$ cat config.mk
export PLATFORM = sky130hd
export DESIGN_NAME = fb_draw_arbiter_flat
export DESIGN_NICKNAME = d
export VERILOG_FILES = /design/src/rtl/fb_draw_arbiter_if.sv /design/src/rtl/fb_draw_arbiter.sv /design/src/flat_wrapper.sv
export SDC_FILE = /design/constraint.sdc
export NUM_CORES = 1
export LEC_CHECK = 0
export CORE_ASPECT_RATIO = 1.25
export CORE_UTILIZATION = 45
export CTS_CLUSTER_SIZE = 40
export DETAILED_ROUTE_END_ITERATION = 12
export PLACE_DENSITY = 0.86
export SYNTH_ARGS = -nofsm -noshare
export SYNTH_HDL_FRONTEND = slang
export SYNTH_SLANG_ARGS = --single-unit
$ cat constraint.sdc
create_clock -name Clk -period 2.3 [get_ports Clk]
set_input_delay 0.345 -clock Clk [delete_from_list [all_inputs] [get_ports Clk]]
set_output_delay 0.345 -clock Clk [all_outputs]
set_load 0.1 [all_outputs]
$ cat src/rtl/fb_draw_arbiter_if.sv
// Bus bundle between the drawing engines / output module and the framebuffer write arbiter.
// The master modport is the environment side; the slave modport is the arbiter.
interface fb_draw_arbiter_if #(
    parameter int X_W = 10,
    parameter int Y_W = 9
);
    logic               new_frame;
    logic               draw_done;
    logic [2:0]         clear_color;
    logic [1:0]         req_valid;
    logic [2*X_W-1:0]   req_x;
    logic [2*Y_W-1:0]   req_y;
    logic [5:0]         req_color;
    logic [1:0]         req_ready;
    logic               wr_en;
    logic [X_W-1:0]     wr_x;
    logic [Y_W-1:0]     wr_y;
    logic [2:0]         wr_color;
    logic               wr_buf;
    logic               disp_buf;
    logic               swapped;
    logic [7:0]         drop_cnt;

    modport master (
        output new_frame, draw_done, clear_color, req_valid, req_x, req_y, req_color,
        input  req_ready, wr_en, wr_x, wr_y, wr_color, wr_buf, disp_buf, swapped, drop_cnt
    );

    modport slave (
        input  new_frame, draw_done, clear_color, req_valid, req_x, req_y, req_color,
        output req_ready, wr_en, wr_x, wr_y, wr_color, wr_buf, disp_buf, swapped, drop_cnt
    );
endinterface

$ cat src/rtl/fb_draw_arbiter.sv
// Double-buffered framebuffer write-port controller: clears the back buffer each frame,
// round-robins two drawing requesters onto the write port, and swaps buffers on new_frame.
module fb_draw_arbiter #(
    parameter int SCREEN_W = 640,
    parameter int SCREEN_H = 480,
    parameter int X_W      = 10,
    parameter int Y_W      = 9
) (
    input logic             Clk,
    input logic             Reset,
    fb_draw_arbiter_if.slave bus
);
    localparam logic [1:0] S_CLEAR = 2'd0;
    localparam logic [1:0] S_DRAW  = 2'd1;
    localparam logic [1:0] S_WAIT  = 2'd2;

    localparam logic [X_W-1:0] X_LAST = X_W'(SCREEN_W - 1);
    localparam logic [Y_W-1:0] Y_LAST = Y_W'(SCREEN_H - 1);
    localparam logic [X_W:0]   W_LIM  = (X_W+1)'(SCREEN_W);
    localparam logic [Y_W:0]   H_LIM  = (Y_W+1)'(SCREEN_H);

    logic [1:0]     r_state;
    logic           r_disp;
    logic           r_rr;
    logic [X_W-1:0] r_cx;
    logic [Y_W-1:0] r_cy;
    logic [2:0]     r_ccolor;
    logic           r_wr_en;
    logic [X_W-1:0] r_wr_x;
    logic [Y_W-1:0] r_wr_y;
    logic [2:0]     r_wr_color;
    logic           r_swapped;
    logic [7:0]     r_drop;

    logic [1:0]     w_grant;
    logic [X_W-1:0] w_x;
    logic [Y_W-1:0] w_y;
    logic [2:0]     w_color;
    logic           w_in_range;
    logic           w_clr_last;
    logic [2:0]     w_clr_color;

    always_comb begin
        w_grant = '0;
        if (r_state == S_DRAW) begin
            w_grant[0] = bus.req_valid[0] && (!r_rr || !bus.req_valid[1]);
            w_grant[1] = bus.req_valid[1] && ( r_rr || !bus.req_valid[0]);
        end
    end

    always_comb begin
        w_x        = w_grant[1] ? bus.req_x[2*X_W-1:X_W] : bus.req_x[X_W-1:0];
        w_y        = w_grant[1] ? bus.req_y[2*Y_W-1:Y_W] : bus.req_y[Y_W-1:0];
        w_color    = w_grant[1] ? bus.req_color[5:3]     : bus.req_color[2:0];
        w_in_range = ({1'b0, w_x} < W_LIM) && ({1'b0, w_y} < H_LIM);
    end

    // The first clear pixel takes clear_color live and latches it for the rest of the frame.
    always_comb begin
        w_clr_last  = (r_cx == X_LAST) && (r_cy == Y_LAST);
        w_clr_color = (r_cx == '0 && r_cy == '0) ? bus.clear_color : r_ccolor;
    end

    always_ff @(posedge Clk) begin
        if (!Reset) begin
            r_state    <= S_CLEAR;
            r_disp     <= 1'b0;
            r_rr       <= 1'b0;
            r_cx       <= '0;
            r_cy       <= '0;
            r_ccolor   <= '0;
            r_wr_en    <= 1'b0;
            r_wr_x     <= '0;
            r_wr_y     <= '0;
            r_wr_color <= '0;
            r_swapped  <= 1'b0;
            r_drop     <= '0;
        end else begin
            r_wr_en   <= 1'b0;
            r_swapped <= 1'b0;
            case (r_state)
                S_CLEAR: begin
                    r_wr_en    <= 1'b1;
                    r_wr_x     <= r_cx;
                    r_wr_y     <= r_cy;
                    r_wr_color <= w_clr_color;
                    r_ccolor   <= w_clr_color;
                    if (w_clr_last) begin
                        r_cx    <= '0;
                        r_cy    <= '0;
                        r_state <= S_DRAW;
                    end else if (r_cx == X_LAST) begin
                        r_cx <= '0;
                        r_cy <= r_cy + 1'b1;
                    end else begin
                        r_cx <= r_cx + 1'b1;
                    end
                end
                S_DRAW: begin
                    if (|w_grant) begin
                        r_rr <= w_grant[0];
                        if (w_in_range) begin
                            r_wr_en    <= 1'b1;
                            r_wr_x     <= w_x;
                            r_wr_y     <= w_y;
                            r_wr_color <= w_color;
                        end else if (r_drop != 8'hFF) begin
                            r_drop <= r_drop + 8'd1;
                        end
                    end
                    if (bus.draw_done) r_state <= S_WAIT;
                end
                S_WAIT: begin
                    if (bus.new_frame) begin
                        r_disp    <= ~r_disp;
                        r_swapped <= 1'b1;
                        r_state   <= S_CLEAR;
                    end
                end
                default: r_state <= S_CLEAR;
            endcase
        end
    end

    assign bus.req_ready = w_grant;
    assign bus.wr_en     = r_wr_en;
    assign bus.wr_x      = r_wr_x;
    assign bus.wr_y      = r_wr_y;
    assign bus.wr_color  = r_wr_color;
    assign bus.wr_buf    = ~r_disp;
    assign bus.disp_buf  = r_disp;
    assign bus.swapped   = r_swapped;
    assign bus.drop_cnt  = r_drop;
endmodule

$ cat src/flat_wrapper.sv
// flat-port wrapper written by rule: the top's interface ports become plain ports
module fb_draw_arbiter_flat 
#(
    parameter int SCREEN_W = 640,
    parameter int SCREEN_H = 480,
    parameter int X_W      = 10,
    parameter int Y_W      = 9
)
  (Clk, Reset, bus_new_frame, bus_draw_done, bus_clear_color, bus_req_valid, bus_req_x, bus_req_y, bus_req_color, bus_req_ready, bus_wr_en, bus_wr_x, bus_wr_y, bus_wr_color, bus_wr_buf, bus_disp_buf, bus_swapped, bus_drop_cnt);
  fb_draw_arbiter_if #(.X_W(X_W), .Y_W(Y_W)) bus_i ();
  input logic Clk;
  input logic Reset;
  input wire logic [$bits(bus_i.new_frame)-1:0] bus_new_frame;
  input wire logic [$bits(bus_i.draw_done)-1:0] bus_draw_done;
  input wire logic [$bits(bus_i.clear_color)-1:0] bus_clear_color;
  input wire logic [$bits(bus_i.req_valid)-1:0] bus_req_valid;
  input wire logic [$bits(bus_i.req_x)-1:0] bus_req_x;
  input wire logic [$bits(bus_i.req_y)-1:0] bus_req_y;
  input wire logic [$bits(bus_i.req_color)-1:0] bus_req_color;
  output wire logic [$bits(bus_i.req_ready)-1:0] bus_req_ready;
  output wire logic [$bits(bus_i.wr_en)-1:0] bus_wr_en;
  output wire logic [$bits(bus_i.wr_x)-1:0] bus_wr_x;
  output wire logic [$bits(bus_i.wr_y)-1:0] bus_wr_y;
  output wire logic [$bits(bus_i.wr_color)-1:0] bus_wr_color;
  output wire logic [$bits(bus_i.wr_buf)-1:0] bus_wr_buf;
  output wire logic [$bits(bus_i.disp_buf)-1:0] bus_disp_buf;
  output wire logic [$bits(bus_i.swapped)-1:0] bus_swapped;
  output wire logic [$bits(bus_i.drop_cnt)-1:0] bus_drop_cnt;
  assign bus_i.new_frame = bus_new_frame;
  assign bus_i.draw_done = bus_draw_done;
  assign bus_i.clear_color = bus_clear_color;
  assign bus_i.req_valid = bus_req_valid;
  assign bus_i.req_x = bus_req_x;
  assign bus_i.req_y = bus_req_y;
  assign bus_i.req_color = bus_req_color;
  assign bus_req_ready = bus_i.req_ready;
  assign bus_wr_en = bus_i.wr_en;
  assign bus_wr_x = bus_i.wr_x;
  assign bus_wr_y = bus_i.wr_y;
  assign bus_wr_color = bus_i.wr_color;
  assign bus_wr_buf = bus_i.wr_buf;
  assign bus_disp_buf = bus_i.disp_buf;
  assign bus_swapped = bus_i.swapped;
  assign bus_drop_cnt = bus_i.drop_cnt;
  fb_draw_arbiter #(.SCREEN_W(SCREEN_W), .SCREEN_H(SCREEN_H), .X_W(X_W), .Y_W(Y_W)) u_core (.Clk(Clk), .Reset(Reset), .bus(bus_i));
endmodule
==> results.toml <==
# generated from flow reports
[min_path]
hp-start = "u_core.bus.wr_y[8]"

[route]
viasPerCell = 5.685
wl_met3_um = 523
post_drt_wl_per_cell_um = 15.39
antenna_left = 0
drtIter0Drc = 152

[global_route]
grt_overflow_total = 0
first_global_vias = 3074
grt_pass1_wl_um = 14690

[sta]
worst_pin_slew_ns = 1.003
slew_violations = 0
fmax_mhz = 462.1
rsz0062_at_grt = "no"
finalSetupViolCount = 0
period_minus_slack_ns = 2.164

[synth]
mux_share = 0.08787
ys_sh_xor = 0.04355
ys.warnings.count = 0
async_flop_share = 0
topCombFamilyByArea = "simple AND/OR/NAND/NOR gates"

[worst_setup_path]
cp_max_fo = 23
path_cells = "nor2b_4 -> nand3_2 -> mux2i_4 -> a21oi_4 -> mux2i_1"
crit_end = "u_core.bus.wr_x[4]"
r2r_start = "u_core.r_state[1]"
worstSetupStartpoint = "u_core.r_state[1]"

[pwr]
p_comb_mw = 0.358
power_density_nw_per_um2 = 516.1
sequentialPowerShare = 0.469
p_seq_mw = 1.04

[clock_tree]
cts_tree = "yes"

[floorplan]
ios = 89
dieArea_um2 = 7495

[status]
outcome = "finished, final reports clean"

[layout]
regArea_um2 = 1161
drive_gt1_frac = 0.1548
syn2layout_area_growth_pct = 33.55
-- critical path: cells and delay by family (launching register included) --
family / cells / cell delay (ns)
compound gates: 1 / 0.79
flops: 1 / 0.40
mux: 2 / 0.51
simple gates: 2 / 0.36
-- area by class of cell --
class	instances	share of cell area
clock buffers	12	0.03610
clock inverters	3	0.003493
multi-input cells	293	0.4373
inverters	10	0.008734
flip-flops and latches	58	0.2702
well taps	90	0.02620
repair buffers	102	0.2180
-- through the flow --
step / hold WS [ns] / util / setup TNS (ns) / std cells
global route: 0.4870 / 0.6198 / 0 / 568
finish: 0.4695 / 0.6198 / 0 / 568
detailed placement: 0.4522 / 0.5947 / -1.230 / 553
global placement: 0.4468 / 0.5947 / -0.6100 / 553
floorplan: 0.4610 / - / 0 / 390
CTS: 0.4657 / 0.6193 / 0 / 568
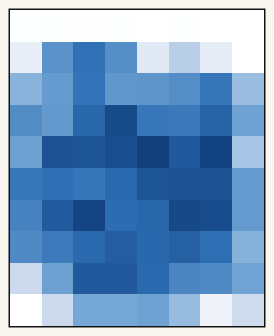
(placement density heat map)
8 x 10 tiles, from white (low) to dark blue (high), 0 to 100% covered.
33% of the tiles are over 75% full. The densest ninth of the die: middle. The emptiest ninth of the die: top right. The mean over all tiles is 56%.
Pre-Place Util: 0.4641
core area: 6934 µm²
Final Util: 0.6198

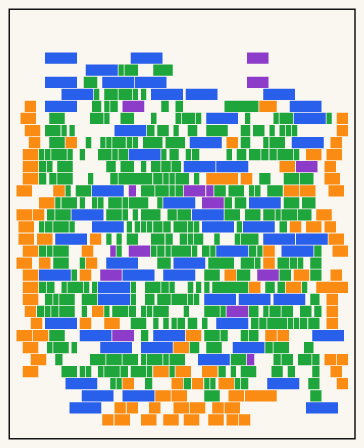
(placed cells, one color a class)
Purple marks clock drivers and dummy loads, cells 15. Blue marks registers, cells 58. Green marks remaining logic cells, cells 303. Orange marks remaining buffers and delay cells, cells 102.
num rows: 34
Design Area, Final: 4298 µm²
flop share of the area: 0.2702

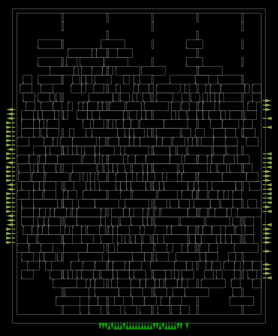
(cell placement)
TAP cells: 90
Fill cells: 589
Flops: 58

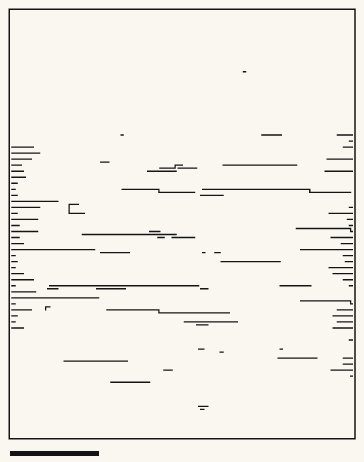
(metal 3)
Bar = 20 µm.
The longest straight run is 33.6 µm. The wires run mostly horizontal. 81 nets have wire on it.
met3 global-route usage: 0.05258
Post-Route WL: 8740 µm
via count: 3,229

